### Placed cells, one colour a class

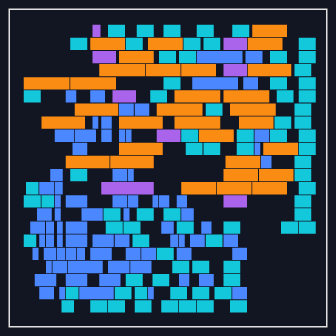
### Clock network drawn from the DEF

Bar = 20 um.
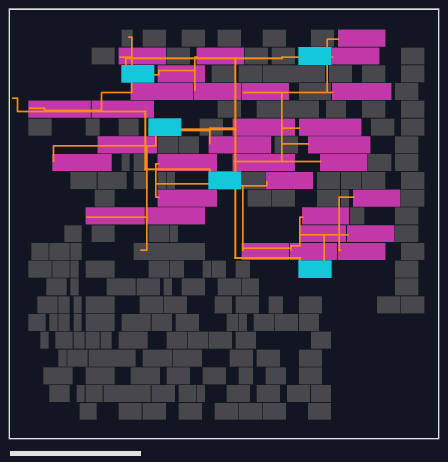
**src/rtl/vga_text_pixel_gen.sv**
```systemverilog
// vga_text_pixel_gen
//   Converts the current pixel position from a VGA timing stage into a text-mode
//   pixel. The screen is an 80x30 grid of 8x16-pixel character cells. Each cell's
//   character code is read from an external character memory, and its glyph row
//   is read from an external font ROM. An optional blinking underline cursor and a
//   per-character inverse flag modify the pixel. Colour, hsync and vsync leave the
//   block exactly 3 clocks after the pixel enters.
//
// Ports
//   clk, rst_n             system clock (rising edge), asynchronous active-low reset
//   pixel_x, pixel_y       current pixel coordinates from the timing stage
//   hs_in, vs_in           active-low syncs from the timing stage
//   blank_in               1 outside the visible area
//   char_addr / char_data  character memory: address out (comb), data back 1 clk later
//                          (data[6:0] = code, data[7] = inverse)
//   font_addr / font_data  font ROM: address out (comb), row bits back 1 clk later
//                          (bit 7 = leftmost pixel)
//   cursor_en, cursor_col, cursor_row   cursor enable and cell position
//   vga_r, vga_g, vga_b    registered 4-bit colour outputs
//   vga_hs, vga_vs         registered active-low syncs
module vga_text_pixel_gen #(
  parameter logic [11:0] FG_COLOR = 12'hFFF,
  parameter logic [11:0] BG_COLOR = 12'h000
) (
  input  logic        clk,
  input  logic        rst_n,
  input  logic [9:0]  pixel_x,
  input  logic [9:0]  pixel_y,
  input  logic        hs_in,
  input  logic        vs_in,
  input  logic        blank_in,
  output logic [11:0] char_addr,
  input  logic [7:0]  char_data,
  output logic [10:0] font_addr,
  input  logic [7:0]  font_data,
  input  logic        cursor_en,
  input  logic [6:0]  cursor_col,
  input  logic [4:0]  cursor_row,
  output logic [3:0]  vga_r,
  output logic [3:0]  vga_g,
  output logic [3:0]  vga_b,
  output logic        vga_hs,
  output logic        vga_vs
);

  // Selects one glyph pixel; bit 7 of the font row is the leftmost pixel.
  function automatic logic font_pixel(input logic [7:0] row_bits,
                                      input logic [2:0] xsel);
    return row_bits[3'd7 - xsel];
  endfunction

  // Blanked pixels are forced to black regardless of the chosen colours.
  function automatic logic [11:0] colour_sel(input logic blank, input logic pix);
    logic [11:0] c;
    if (blank)    c = 12'h000;
    else if (pix) c = FG_COLOR;
    else          c = BG_COLOR;
    return c;
  endfunction

  // Cell addressing (input side, combinational)
  logic [6:0]  cell_col;
  logic [5:0]  cell_row;
  logic        cursor_in_grid;
  logic        cell_match;
  logic        blink;

  // Stage 1 registers
  logic        hs_p1_q, hs_p1_d;
  logic        vs_p1_q, vs_p1_d;
  logic        blank_p1_q, blank_p1_d;
  logic [3:0]  line_p1_q, line_p1_d;
  logic [2:0]  xsel_p1_q, xsel_p1_d;
  logic        cur_p1_q, cur_p1_d;

  // Stage 2 registers
  logic        hs_p2_q, hs_p2_d;
  logic        vs_p2_q, vs_p2_d;
  logic        blank_p2_q, blank_p2_d;
  logic [3:0]  line_p2_q, line_p2_d;
  logic [2:0]  xsel_p2_q, xsel_p2_d;
  logic        cur_p2_q, cur_p2_d;
  logic        inv_p2_q, inv_p2_d;

  // Stage 3 (output) registers
  logic [11:0] rgb_p3_q, rgb_p3_d;
  logic        hs_p3_q, hs_p3_d;
  logic        vs_p3_q, vs_p3_d;

  // Frame counter for the cursor blink
  logic [5:0]  frame_cnt_q, frame_cnt_d;

  logic        cursor_line;
  logic        pix_bit;

  assign cell_col = pixel_x[9:3];
  assign cell_row = pixel_y[9:4];

  // row*80 = row*64 + row*16; the sum is deliberately kept to 12 bits with no
  // clamping, since out-of-grid rows only occur while blanked.
  assign char_addr = {cell_row, 6'b0} + {2'b0, cell_row, 4'b0} + {5'b0, cell_col};

  // A cursor position outside the 80x30 grid never matches any cell.
  assign cursor_in_grid = (cursor_col < 7'd80) && (cursor_row < 5'd30);
  assign cell_match     = cursor_in_grid && (cursor_col == cell_col) &&
                          ({1'b0, cursor_row} == cell_row);
  assign blink          = frame_cnt_q[5];

  // Frame counter: counts falling edges of vs_in. vs_p1_q is vs_in delayed by one
  // clock, so it doubles as the edge detector's history bit.
  always_comb begin
    frame_cnt_d = frame_cnt_q;
    if (vs_p1_q && !vs_in) frame_cnt_d = frame_cnt_q + 6'd1;
  end

  // ---- stage 1: pixel sampled, character memory read in flight ----
  always_comb begin
    hs_p1_d    = hs_in;
    vs_p1_d    = vs_in;
    blank_p1_d = blank_in;
    line_p1_d  = pixel_y[3:0];
    xsel_p1_d  = pixel_x[2:0];
    cur_p1_d   = cursor_en && blink && cell_match;
  end

  // Character data is valid during stage 1; the glyph row follows the cell line.
  assign font_addr = {char_data[6:0], line_p1_q};

  // ---- stage 2: font ROM read in flight ----
  always_comb begin
    hs_p2_d    = hs_p1_q;
    vs_p2_d    = vs_p1_q;
    blank_p2_d = blank_p1_q;
    line_p2_d  = line_p1_q;
    xsel_p2_d  = xsel_p1_q;
    cur_p2_d   = cur_p1_q;
    inv_p2_d   = char_data[7];
  end

  // ---- stage 3: pixel resolved to colour ----
  // The cursor is an underline on the last two lines of the cell (14 and 15).
  assign cursor_line = cur_p2_q && (line_p2_q[3:1] == 3'b111);
  assign pix_bit     = font_pixel(font_data, xsel_p2_q) ^ inv_p2_q ^ cursor_line;

  always_comb begin
    rgb_p3_d = colour_sel(blank_p2_q, pix_bit);
    hs_p3_d  = hs_p2_q;
    vs_p3_d  = vs_p2_q;
  end

  // Control state: blanks and syncs reset to their inactive levels so the first
  // two clocks after release come out black with syncs high.
  always_ff @(posedge clk or negedge rst_n) begin
    if (!rst_n) begin
      hs_p1_q     <= 1'b1;
      vs_p1_q     <= 1'b1;
      blank_p1_q  <= 1'b1;
      hs_p2_q     <= 1'b1;
      vs_p2_q     <= 1'b1;
      blank_p2_q  <= 1'b1;
      rgb_p3_q    <= 12'h000;
      hs_p3_q     <= 1'b1;
      vs_p3_q     <= 1'b1;
      frame_cnt_q <= 6'd0;
    end else begin
      hs_p1_q     <= hs_p1_d;
      vs_p1_q     <= vs_p1_d;
      blank_p1_q  <= blank_p1_d;
      hs_p2_q     <= hs_p2_d;
      vs_p2_q     <= vs_p2_d;
      blank_p2_q  <= blank_p2_d;
      rgb_p3_q    <= rgb_p3_d;
      hs_p3_q     <= hs_p3_d;
      vs_p3_q     <= vs_p3_d;
      frame_cnt_q <= frame_cnt_d;
    end
  end

  // Datapath state: masked by the blank bits until valid data has flowed through.
  always_ff @(posedge clk) begin
    line_p1_q <= line_p1_d;
    xsel_p1_q <= xsel_p1_d;
    cur_p1_q  <= cur_p1_d;
    line_p2_q <= line_p2_d;
    xsel_p2_q <= xsel_p2_d;
    cur_p2_q  <= cur_p2_d;
    inv_p2_q  <= inv_p2_d;
  end

  assign vga_r  = rgb_p3_q[11:8];
  assign vga_g  = rgb_p3_q[7:4];
  assign vga_b  = rgb_p3_q[3:0];
  assign vga_hs = hs_p3_q;
  assign vga_vs = vs_p3_q;

endmodule
```
**config.mk**
```make
export PLATFORM = sky130hd
export DESIGN_NAME = vga_text_pixel_gen
export DESIGN_NICKNAME = d
export VERILOG_FILES = /design/src/rtl/vga_text_pixel_gen.sv
export SDC_FILE = /design/constraint.sdc
export NUM_CORES = 1
export LEC_CHECK = 0
export CAP_MARGIN = 15
export CORE_MARGIN = 2
export CORE_UTILIZATION = 40
export DETAILED_ROUTE_END_ITERATION = 8
export HOLD_SLACK_MARGIN = 0.15
export PLACE_DENSITY = 0.89
export SYNTH_ARGS = -nofsm -noshare
export SYNTH_HDL_FRONTEND = slang
export SYNTH_SLANG_ARGS = --single-unit
```
**constraint.sdc**
```tcl
create_clock -name clk -period 4.6 [get_ports clk]
set_input_delay 0.46 -clock clk [delete_from_list [all_inputs] [get_ports clk]]
set_output_delay 0.46 -clock clk [all_outputs]
set_load 0.1 [all_outputs]
```
==> CHANGELOG.md <==
### Changed

- Via count: between 1k and 1.5k
- FP Core Util: around two fifths
- Flops: 31
- Drt pass-1 iters: 5
- Fillers: ~300
- Worst Slack Setup Final: about 1.2 ns
- Leakage power: between 0.0009 and 0.001 uW
- I/O pin total: between 90 and 100
- Tool warning count: 26
- Invs w/o clock: 5
- CP Class: in -> out
- Non-clk bufs: approximately 76
- Resized Gates After CTS: 0
- Layout cells sized above 1: about an eighth
- CTS tree: yes
- Unique cell types: 25
- Ao+oa area frac: between 4 and 5%
- Synth Seq Share: ~47%
- WP buf/inv: 2
- Avg Inst Size Synth: between 10 and 15 um^2
- Final Max Slew Viols: 0
- Top cells, area: dfxtp_1 (21%), dfstp_2 (14%), dfrtp_1 (12%)
- CLK BUF: 6
- Tightest Pin Transition: 0.976 ns
- TAP cells: about 48
- # port buffers: about 76
- Status: complete, no violations
- Synth area leader: dfxtp_1
- First-pass GRT wire length: 4570 um
- Critical Path Start: pixel_y[4]
- Hold path depth: 0
- Largest net degree at the start of global routing: 16
- Startpoint Class: input port
- Logic share of the area: between 20% and 30%
- Critical Path RT: slightly above 4 ns
- P_sw: approximately 430 uW
- Die area: 0.00429 mm^2
- Clk ins delay skew pair: approximately 0.28 ns
- Routability cong.: 0.882
- WL per Instance: 11.7 um
- ANT cells: 0
- Total negative setup slack: 0 ns
- Hold_ws: ~0.32 ns
- Final critical-path required period: approximately 3.4 ns
- Crit. End Element: primary output
- Switching Fraction: 41.1%
- Total GRT Usage: 14.6%
- R2R Setup Slk: between 3 and 4 ns
- Dominant register cell: dfxtp_1
- CP top delay family: adder cells
- Yosys stat area: between 0.0015 and 0.002 mm^2
- EDFF count, synth: 0
- Vias in the first global route: between 1k and 1.5k
- Crit path to: char_addr[11]
- Largest class: non-clock buffers
- Critical path cell sequence: clkdlybuf4s50_1, fa_1, fa_1, a21oi_1, o211ai_1, a21oi_1, xnor2_1, buf_4
- Register share of total power: a little under a third
- Pre-CTS setup slack: about 1.2 ns
- DIE HEIGHT: 65.5 um
- Worst stage delay on the critical path: between 0.5 and 0.6 ns
- Multi-input logic area: 624 um^2
- Comb gates: between 70 and 80
- # Max-Cap Violations: 0
- Final setup viols: 0
- Total design power: around 1000 uW
- Top Layout Cells: clkdlybuf4s50_1 (70), xnor2_1 (17), dfxtp_1 (16)
- RSZ-0062 raised after global routing: no
- Mux share: ~5%
- Simple share: between 7 and 8%
- Routed wire length: about 2800 um
- Post-Syn Instances: 130
- Slowest cell on the critical path: clkdlybuf4s50_1
- Period utilisation layout: around three quarters
- DRC violations left: 0
- Mapped Area: 0.00151 mm^2
- Post-synth regs: 31
- Layout Cells excl Fill: between 200 and 250
Notes on 'Placed cells, one colour a class' above:
[combinational and other logic] blue | cells: 77
[clock drivers and dummy loads] purple | cells: 8
[remaining buffers and delay cells] cyan | cells: 76
[sequential cells] orange | cells: 31
core area: 0.00366 mm^2
Layout Utilization: 62.1%
cell area after layout: 0.00227 mm^2

Notes on 'Clock network drawn from the DEF' above:
[clock wires] orange | length: 362 um
[flip-flops] magenta | count: 31
[clock drivers] cyan | count: 5
routed clock nets: 6
Clk pwr share: 25.6%
clk pwr: 269 uW
clk_skew: 0.00520 ns

per-layer routing:
metal,share of wire [%],up-vias,track usage (%)
li1,-,540,-
met1,40,491,16.6
met2,51,39,23.9
met3,6.8,10,6.16
met4,2.2,0,6.77
met5,0,-,0
flip-flops by register name, indices dropped and copies added (netlist names), 3 cells and up:
register / cells
xsel_p2_q: 3
line_p2_q: 3
frame_cnt_q: 6
line_p1_q: 4
xsel_p1_q: 3
power groups by stage:
| stage | registers [uW] | logic, uW | clock network (uW) |
|---|---|---|---|
| 6_report | 335 | 446 | 269 |
| 5_1_grt | 339 | 469 | 291 |
| 4_1_cts | 335 | 449 | 279 |
| 3_5_place_dp | 340 | 448 | 0 |
| 3_3_place_gp | 339 | 445 | 0 |
| 2_1_floorplan | 363 | 354 | 0 |
No activity file was given, so power comes from the tool's default toggle rates.
